run_1/density.png
21 x 21 tiles, from white (low) to dark blue (high), 0 to 100% covered.
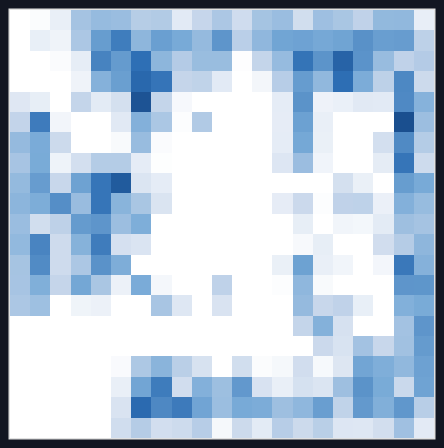
run_1/metal_stack.png
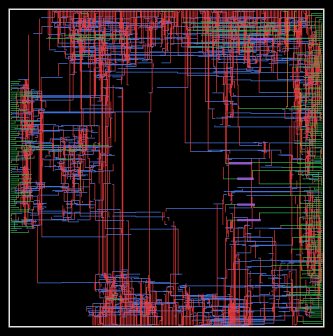
run_1/gate_families.png
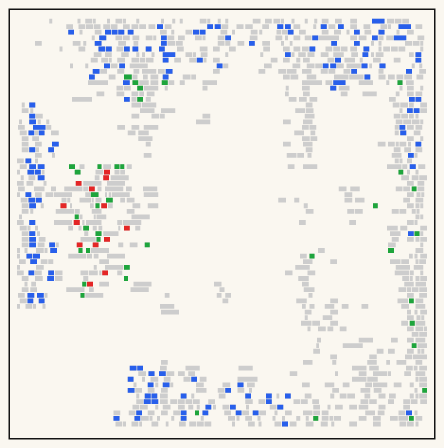
===== src/rtl/mcu_el2_dccm_arb_ctl.sv =====
// rtl/mcu_el2_dccm_arb_ctl.sv - DCCM port sequencer: post-reset zero fill, then LSU/DMA arbitration.
// Optional DMA anti-starvation counter enabled by defining MCU_DCCM_DMA_STARVE_EN.
module mcu_el2_dccm_arb_ctl #(
  parameter int DCCM_BITS    = 16,
  parameter int FDATA_WIDTH  = 39,
  parameter int DMA_MAX_WAIT = 8
) (
  input  logic                   clk,
  input  logic                   rst_l,
  input  logic                   lsu_req,
  input  logic                   lsu_wr,
  input  logic [DCCM_BITS-1:0]   lsu_addr_lo,
  input  logic [DCCM_BITS-1:0]   lsu_addr_hi,
  input  logic [FDATA_WIDTH-1:0] lsu_wdata_lo,
  input  logic [FDATA_WIDTH-1:0] lsu_wdata_hi,
  output logic                   lsu_ready,
  output logic                   lsu_rvalid,
  input  logic                   dma_req,
  input  logic                   dma_wr,
  input  logic [DCCM_BITS-1:0]   dma_addr_lo,
  input  logic [DCCM_BITS-1:0]   dma_addr_hi,
  input  logic [FDATA_WIDTH-1:0] dma_wdata_lo,
  input  logic [FDATA_WIDTH-1:0] dma_wdata_hi,
  output logic                   dma_ready,
  output logic                   dma_rvalid,
  input  logic [FDATA_WIDTH-1:0] dccm_rd_data_lo,
  input  logic [FDATA_WIDTH-1:0] dccm_rd_data_hi,
  output logic [FDATA_WIDTH-1:0] rdata_lo,
  output logic [FDATA_WIDTH-1:0] rdata_hi,
  output logic                   dccm_wren,
  output logic                   dccm_rden,
  output logic [DCCM_BITS-1:0]   dccm_wr_addr_lo,
  output logic [DCCM_BITS-1:0]   dccm_wr_addr_hi,
  output logic [DCCM_BITS-1:0]   dccm_rd_addr_lo,
  output logic [DCCM_BITS-1:0]   dccm_rd_addr_hi,
  output logic [FDATA_WIDTH-1:0] dccm_wr_data_lo,
  output logic [FDATA_WIDTH-1:0] dccm_wr_data_hi,
  output logic                   init_done
);

  localparam int CNT_W = DCCM_BITS - 2;

  localparam logic [0:0] ST_INIT = 1'b0;
  localparam logic [0:0] ST_RUN  = 1'b1;

  logic [0:0]       state;
  logic [CNT_W-1:0] init_cnt;
  logic             init_arm;
  logic             init_done_q;
  logic             lsu_rtag;
  logic             dma_rtag;
  logic             run;
  logic             lsu_gnt;
  logic             dma_gnt;
  logic             dma_force;

  assign run     = (state == ST_RUN);
  assign lsu_gnt = run & lsu_req & ~dma_force;
  assign dma_gnt = run & dma_req & (dma_force | ~lsu_req);

`ifdef MCU_DCCM_DMA_STARVE_EN
  localparam int WAIT_W = $clog2(DMA_MAX_WAIT + 1);
  localparam logic [WAIT_W-1:0] WAIT_MAX = WAIT_W'(DMA_MAX_WAIT);

  logic [WAIT_W-1:0] wait_cnt;

  // Once DMA has been held off DMA_MAX_WAIT cycles it takes the port regardless of LSU.
  assign dma_force = run & dma_req & (wait_cnt == WAIT_MAX);

  always_ff @(posedge clk or negedge rst_l) begin
    if (!rst_l) begin
      wait_cnt <= '0;
    end else if (!run || !dma_req || dma_gnt) begin
      wait_cnt <= '0;
    end else if (wait_cnt != WAIT_MAX) begin
      wait_cnt <= wait_cnt + 1'b1;
    end
  end
`else
  if (DMA_MAX_WAIT >= 0) begin : g_no_starve
    assign dma_force = 1'b0;
  end
`endif

  assign lsu_ready  = lsu_gnt;
  assign dma_ready  = dma_gnt;
  assign lsu_rvalid = lsu_rtag;
  assign dma_rvalid = dma_rtag;
  assign init_done  = init_done_q;

  // Read data is only exposed while a tagged return is in flight, so no stale bank data leaks out.
  assign rdata_lo = (lsu_rtag | dma_rtag) ? dccm_rd_data_lo : '0;
  assign rdata_hi = (lsu_rtag | dma_rtag) ? dccm_rd_data_hi : '0;

  always_comb begin
    dccm_wren       = 1'b0;
    dccm_rden       = 1'b0;
    dccm_wr_addr_lo = '0;
    dccm_wr_addr_hi = '0;
    dccm_rd_addr_lo = '0;
    dccm_rd_addr_hi = '0;
    dccm_wr_data_lo = '0;
    dccm_wr_data_hi = '0;
    if (state == ST_INIT) begin
      // init_arm keeps the bank quiet in the first cycle out of reset.
      if (init_arm) begin
        dccm_wren       = 1'b1;
        dccm_wr_addr_lo = {init_cnt, 2'b00};
        dccm_wr_addr_hi = {init_cnt, 2'b00};
      end
    end else if (lsu_gnt) begin
      if (lsu_wr) begin
        dccm_wren       = 1'b1;
        dccm_wr_addr_lo = lsu_addr_lo;
        dccm_wr_addr_hi = lsu_addr_hi;
        dccm_wr_data_lo = lsu_wdata_lo;
        dccm_wr_data_hi = lsu_wdata_hi;
      end else begin
        dccm_rden       = 1'b1;
        dccm_rd_addr_lo = lsu_addr_lo;
        dccm_rd_addr_hi = lsu_addr_hi;
      end
    end else if (dma_gnt) begin
      if (dma_wr) begin
        dccm_wren       = 1'b1;
        dccm_wr_addr_lo = dma_addr_lo;
        dccm_wr_addr_hi = dma_addr_hi;
        dccm_wr_data_lo = dma_wdata_lo;
        dccm_wr_data_hi = dma_wdata_hi;
      end else begin
        dccm_rden       = 1'b1;
        dccm_rd_addr_lo = dma_addr_lo;
        dccm_rd_addr_hi = dma_addr_hi;
      end
    end
  end

  always_ff @(posedge clk or negedge rst_l) begin
    if (!rst_l) begin
      state       <= ST_INIT;
      init_cnt    <= '0;
      init_arm    <= 1'b0;
      init_done_q <= 1'b0;
      lsu_rtag    <= 1'b0;
      dma_rtag    <= 1'b0;
    end else begin
      init_arm <= 1'b1;
      lsu_rtag <= lsu_gnt & ~lsu_wr;
      dma_rtag <= dma_gnt & ~dma_wr;
      if ((state == ST_INIT) && init_arm) begin
        init_cnt <= init_cnt + 1'b1;
        if (&init_cnt) begin
          state       <= ST_RUN;
          init_done_q <= 1'b1;
        end
      end
    end
  end

endmodule


===== config.mk =====
export PLATFORM = sky130hd
export DESIGN_NAME = mcu_el2_dccm_arb_ctl
export DESIGN_NICKNAME = d
export VERILOG_FILES = /design/src/rtl/mcu_el2_dccm_arb_ctl.sv
export SDC_FILE = /design/constraint.sdc
export NUM_CORES = 1
export LEC_CHECK = 0
export CAP_MARGIN = 25
export CORE_AREA = 3 3 203 205
export CTS_BUF_LIST = sky130_fd_sc_hd__clkbuf_8
export CTS_CLUSTER_DIAMETER = 40
export DETAILED_ROUTE_END_ITERATION = 8
export DIE_AREA = 0 0 206 208
export GPL_ROUTABILITY_DRIVEN = 0
export PLACE_DENSITY = 0.49
export REMOVE_ABC_BUFFERS = 1
export SYNTH_ARGS = -nofsm -noshare
export SYNTH_HDL_FRONTEND = slang
export SYNTH_SLANG_ARGS = --single-unit

===== constraint.sdc =====
create_clock -name clk -period 1.7 [get_ports clk]
set_clock_uncertainty 0.15 [all_clocks]
set_input_delay 0.34 -clock clk [delete_from_list [all_inputs] [get_ports clk]]
set_output_delay 0.34 -clock clk [all_outputs]
set_load 0.01 [all_outputs]

==> notes.md, run 1 <==
run metrics: WP data required=1210 ps, Setup crit end kind=output port, routed vias/inst=3.77, violated checks=negative setup slack, final wirelength=31100 um, Final setup viols=227, Max-area cell class=buffers, status=complete, but fails checks, Syn Inst Count=347, Synth top cells by count=a22o_1, nor2b_1, a221o_1, buf_2, dfrtp_1, FFs & Latches=18, Final WS setup=-688 ps, Worst R2R Path Depth=7, unrepaired setup endpoints after global routing=true, worst hold margin=260 ps, synthesized area per cell=8.34 um2, CP Cell Sequence=and3b_1 -> and2_4 -> buf_12 -> buf_6 -> buf_6 -> buf_6 -> a22o_1 -> buf_2, Core ar.=0.0396 mm2, Final period util=140%, TritonCTS clock tree=yes, FFs w/ async S/R, synth=100%, crit-path most repeated cell=buf_6, Sequential Area=450 um2, I/O Pins=531, Routed met2 length=16200 um, Distinct lib cells used=30, post-detailed-route count of antenna-violating nets=0, Maximum Capacitance Violations=0, Tool Warnings=27, Yosys Instances=347, Placed Cells incl. Taps=1431, Final HPWL DP=23100 um, CTS Buffer Depth=2, worst slew margin relative to its limit=66.6%
Notes on density.png above:
fullest tile: 88%
mean over tiles: 23%
emptiest ninth of the die: middle
tiles over 75% full: 1.4%
nearly empty tiles: 34%

Notes on metal_stack.png above:
[met5] purple | wire length: 60.7 um
[met2] red | wire length: 16200 um
[met4] orange | wire length: 251 um
[met1] blue | wire length: 11700 um
[met3] green | wire length: 2880 um

Notes on gate_families.png above:
[AND-OR and OR-AND gates] blue | cells: 142 | most used: a22o_1 | where: all over the die
[XOR/XNOR gates] red | cells: 13 | most used: xnor2_1 | where: left middle
[AND and OR gates] green | cells: 38 | most used: and2b_1 | where: all over the die
fin cells: 1526
Commonest Layout Cell: clkdlybuf4s50_1
logic share of the area: 25.1%

## run 1: layout by cell type, fill, tap and decap left out, types with 2 or more instances in the layout
cell type / synthesis / final
and2_4: 1 / 5
buf_4: 0 / 53
buf_6: 2 / 122
a221o_1: 28 / 28
xor2_1: 5 / 5
nand4_1: 4 / 4
and4_1: 2 / 2
nor4_4: 0 / 3
a22o_1: 114 / 108
buf_8: 0 / 17
nor2b_2: 0 / 4
diode_2: 0 / 2
clkdlybuf4s50_1: 0 / 301
clkbuf_2: 0 / 7
nor2b_4: 0 / 34
inv_1: 2 / 2
nand2_1: 5 / 5
or3_1: 2 / 2
and2b_1: 13 / 12
buf_2: 28 / 147
clkbuf_16: 0 / 3
and2_2: 0 / 2
dfrtp_1: 18 / 18
clkbuf_8: 0 / 4
nand3_1: 3 / 3
a22o_4: 0 / 6
buf_12: 0 / 30
and2_1: 14 / 8
buf_16: 0 / 6
xnor2_1: 8 / 8
dlygate4sd2_1: 0 / 4
nor2b_1: 68 / 30
## run 1: stage by stage
step / cell area (um2) / TNS, ps
6_report: 10500 / -104430
3_3_place_gp: 9390 / -169110
5_1_grt: 10500 / -121960
2_1_floorplan: 2690 / -359050
3_5_place_dp: 9390 / -167660
4_1_cts: 9950 / -124600
## run 1: worst paths after layout
path                                 endpoint  slack (ps)
max reg2reg                       init_cnt[9]         -30
min reg2reg                      init_cnt[13]         400
max                        dccm_wr_data_lo[5]        -690
min in group clk                 init_cnt[13]         400
max in group asynchronous        init_cnt[11]         940
min                              init_cnt[12]         260
## run 1: sequential cells by signal, summed over array words and instances, names as in the netlist
name and flops:
init_done 1, dma_rvalid 1, init_cnt 14, init_arm 1, lsu_rvalid 1
## run 1: power breakdown
group	switching, mW	internal, mW
combinational	0.542	1.01
clock	0.150	0.206
sequential	0.0347	0.509
total	0.727	1.72
--- run 2 (diff from run 1) ---
--- a/config.mk
+++ b/config.mk
@@ -5,6 +5,7 @@
 export SDC_FILE = /design/constraint.sdc
 export NUM_CORES = 1
 export LEC_CHECK = 0
+export ABC_CLOCK_PERIOD_IN_PS = 1700
 export CAP_MARGIN = 25
 export CORE_AREA = 3 3 203 205
 export CTS_BUF_LIST = sky130_fd_sc_hd__clkbuf_8
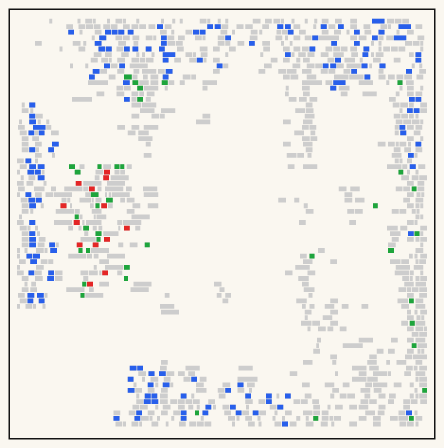
run_2/gate_families.png
[AND-OR and OR-AND gates] blue | cells: 142 | most used: a22o_1 | where: all over the die
[XOR/XNOR gates] red | cells: 13 | most used: xnor2_1 | where: left middle
[AND and OR gates] green | cells: 38 | most used: and2b_1 | where: all over the die

==> run 2 against run 1 <==
  * The flow still finishes with violations (negative setup slack)
  * Utilization unchanged
  * Register-to-register slack is essentially flat
  * Routed wire length unchanged
  * Cell count unchanged
  * Sequential share of layout area is the same
  * Worst hold slack did not move
  * Total power did not move
  * Worst setup slack stayed put
  * Flip-flop count did not move
  * Die area unchanged
  * Critical endpoint unchanged
==> notes.md, run 2 <==
run metrics: I/O Pins=531 (unchanged), Largest register FFs=14 (unchanged), FFs w/ async S/R, synth=100% (unchanged), Yosys Instances=347 (unchanged), Biggest register=init_cnt, Routed met2 length=16200 um (unchanged), Final HPWL DP=23100 um (unchanged), reg2reg end=init_cnt[9], crit-path most repeated cell=buf_6, Commonest Layout Cell=clkdlybuf4s50_1, status=complete, but fails checks, fin cells=1526 (unchanged), post-detailed-route count of antenna-violating nets=0 (unchanged), Placed Cells incl. Taps=1431 (unchanged), Setup crit end kind=output port, Final WS setup=-688 ps (unchanged), TritonCTS clock tree=yes, Maximum Capacitance Violations=0 (unchanged), WP data required=1210 ps (about the same), worst slew margin relative to its limit=66.6% (unchanged), Distinct lib cells used=30 (unchanged), violated checks=negative setup slack, Core ar.=0.0396 mm2 (unchanged), Worst R2R Path Depth=7 (unchanged), Final setup viols=227 (unchanged), final wirelength=31100 um (unchanged), worst hold margin=260 ps (unchanged), Synth top cells by count=a22o_1, nor2b_1, a221o_1, buf_2, dfrtp_1, synthesized area per cell=8.34 um2 (unchanged), CTS Buffer Depth=2 (unchanged), Syn Inst Count=347 (unchanged), flop2flop setup slack=-30 ps (about the same), Tool Warnings=27 (unchanged), routed vias/inst=3.77 (unchanged)
run 2: cell counts in the layout (fill, tap and decap cells not counted):
No cell type changed its count.
run 2: area by class of cell:
| type | instances | area (um2) | area share [%] |
|---|---|---|---|
| inverter | 2 | 7.51 | 0.0715 |
| antenna | 2 | 5.00 | 0.0477 |
| tap | 525 | 657 | 6.26 |
| multi-input combinational | 285 | 2640 | 25.1 |
| timing repair buffer | 690 | 6690 | 63.7 |
| clock buffer | 4 | 55.1 | 0.524 |
| sequential | 18 | 450 | 4.29 |
run 2: where the power goes:
part | internal [mW] | total (mW) | switching [mW] | leakage (nW)
registers | 0.509 | 0.543 | 0.0347 | 0.237
logic | 1.01 | 1.55 | 0.542 | 4.67
clock network | 0.206 | 0.356 | 0.150 | 0.0288
total | 1.72 | 2.45 | 0.727 | 4.94
run 2: worst max-delay path by stage:
stage	start	cells past startpoint	to	slack, ps
6_report	init_done	8	dccm_wr_data_lo[5]	-690
5_1_grt	init_done	8	dccm_wr_data_lo[5]	-750
4_1_cts	lsu_wr	5	dccm_wr_data_hi[19]	-880
3_5_place_dp	lsu_req	7	dccm_wr_data_lo[8]	-1060
3_3_place_gp	lsu_req	6	dccm_wr_data_lo[29]	-1060
2_1_floorplan	dma_rvalid	2	rdata_hi[20]	-1830
run 2: through the flow:
step	setup WS, ps	cell area (um2)
CTS	-877	9950
floorplan	-1830	2690
finish	-688	10500
global placement	-1060	9390
detailed placement	-1060	9390
global route	-751	10500
run 2: timing repair:
| item | CTS | global route |
|---|---|---|
| gates resized | 920 | 260 |
| pin swaps | 51 | 66 |
| cloned | 18 | 4 |
| setup buffers | 55 | 40 |
| setup endpoints to repair | 230 | 236 |
| endpoints found under the hold margin | 0 | 0 |
run_2/met2.png
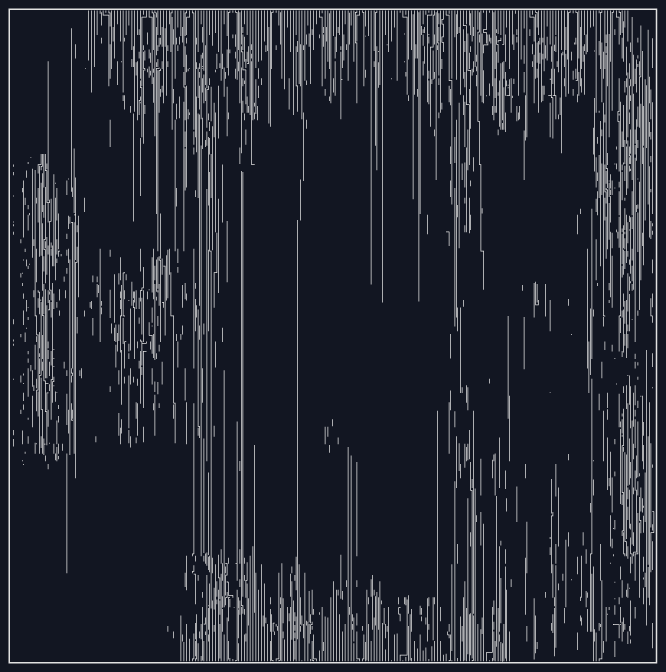

--- run 3 (diff from run 2) ---
--- a/config.mk
+++ b/config.mk
@@ -15,6 +15,7 @@
 export GPL_ROUTABILITY_DRIVEN = 0
 export PLACE_DENSITY = 0.49
 export REMOVE_ABC_BUFFERS = 1
+export SLEW_MARGIN = 15
 export SYNTH_ARGS = -nofsm -noshare
 export SYNTH_HDL_FRONTEND = slang
 export SYNTH_SLANG_ARGS = --single-unit
==> constraint.sdc (replaced) <==
create_clock -name clk -period 1.7 [get_ports clk]
set_clock_uncertainty 0.15 [all_clocks]
set_input_delay 0.17 -clock clk [delete_from_list [all_inputs] [get_ports clk]]
set_output_delay 0.17 -clock clk [all_outputs]
set_load 0.01 [all_outputs]
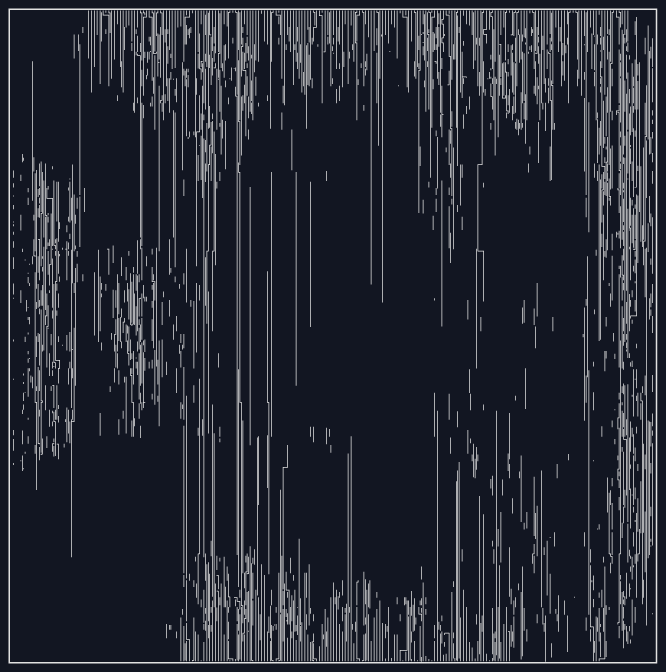
run_3/met2.png
wire length on this layer: 16100 um
main direction: vertical
longest straight run: 146 um

==> run 3 against run 2 <==
  * Cell count increased by 0.79%
  * Highest routed layer unchanged
  * The flow still finishes with violations (negative setup slack)
  * Via count down 0.31%
  * Maximum frequency grew 6.5%
  * Largest cell class unchanged
  * Global-route usage shrank 0.051 points
  * Critical path depth is the same
  * Routed wire length up 2.4%
  * Design area down 0.54%
==> notes.md, run 3 <==
run metrics: status=complete, but fails checks, violated checks=negative setup slack, Core ar.=0.0396 mm2 (unchanged), Yosys Instances=347 (unchanged), FFs w/ async S/R, synth=100% (unchanged), Final setup viols=222 (-2.2%), TritonCTS clock tree=yes, CTS Hold Bufs=0, post-detailed-route count of antenna-violating nets=0 (unchanged), routed vias/inst=3.73 (-1.1%), Placed Area=0.00938 mm2 (about the same), Sw Share=29.6% (-0.053 points), Die Width=206 um, final wirelength=31800 um (+2.4%), Distinct lib cells used=30 (unchanged), Final HPWL DP=23200 um (+0.57%), P_int=1.71 mW (-0.86%), crit-path most repeated cell=buf_6, initial antenna violation count=3, Commonest Layout Cell=clkdlybuf4s50_1, Worst Setup SP=init_done, pre-CTS setup slack=-743 ps (+313 ps), Maximum Capacitance Violations=0 (unchanged), Net Switching=0.718 mW (-1.1%), Largest register FFs=14 (unchanged), combinational share of power=62.6% (-0.7 points), Final WS setup=-541 ps (+147 ps), Tool Warnings=27 (unchanged), Syn Inst Count=347 (unchanged), Bufs and invs on worst path=5, Flop pwr share=22.4% (+0.2 points), I/O Pins=531 (unchanged), clock network power share=15.0% (+0.5 points), worst hold margin=92.5 ps (-168 ps), synthesized area per cell=8.34 um2 (unchanged), Setup crit end kind=output port, Synth top cells by count=a22o_1, nor2b_1, a221o_1, buf_2, dfrtp_1, design area=0.0104 mm2 (-0.54%)
## run 3: cell counts after synthesis
No cell type changed its count.
## run 3: worst paths after layout
kind                       slack [ps]  cells after the start                  end
setup / recovery                 -540                      8  dccm_wr_data_lo[25]
hold / removal                     90                      2         init_cnt[10]
setup reg to reg                 -190                      7         init_cnt[13]
hold reg to reg                   410                      2         init_cnt[13]
max in group asynchronous        1100                      2         init_cnt[12]
min in group clk                  410                      2         init_cnt[13]
## run 3: area by class of cell
type                       count  area [um2]
antenna                        1        2.50
timing repair buffer         703        6800
sequential                    18         450
multi-input combinational    285        2470
fill                        4310       29200
clock buffer                   4        55.1
inverter                       2        7.51
tap                          525         657
## run 3: layer usage
layer,vias up,track usage [%],wire length (um)
met5,-,0,24
met4,4,1.45,266
met3,16,3.29,2770
met2,298,23.6,16100
met1,2708,15.7,12700
li1,2704,-,-
## run 3: kinds of logic after synthesis
kind of cell	share of synthesized area, %
multiplexers	0.389
other	0.130
adder cells (fa/ha/maj)	0.432
AND/OR/NAND/NOR	27.7
flip-flops	15.6
AND-OR/OR-AND	44.4
XOR/XNOR	3.93
buffers and inverters	7.43
## run 3: timing repair
action,4_1_cts,5_1_grt
cloned,19,6
setup endpoints to repair,229,236
setup buffers,39,58
pin swaps,40,86
resized,583,373
## run 3: power groups by stage
| stage | registers, mW | logic (mW) | clock network, mW |
|---|---|---|---|
| floorplan | 0.591 | 0.333 | 0 |
| global placement | 0.552 | 1.53 | 0 |
| detailed placement | 0.554 | 1.54 | 0 |
| CTS | 0.546 | 1.50 | 0.370 |
| global route | 0.558 | 1.60 | 0.391 |
| finish | 0.544 | 1.52 | 0.365 |
Power and IR drop assume default switching activity.
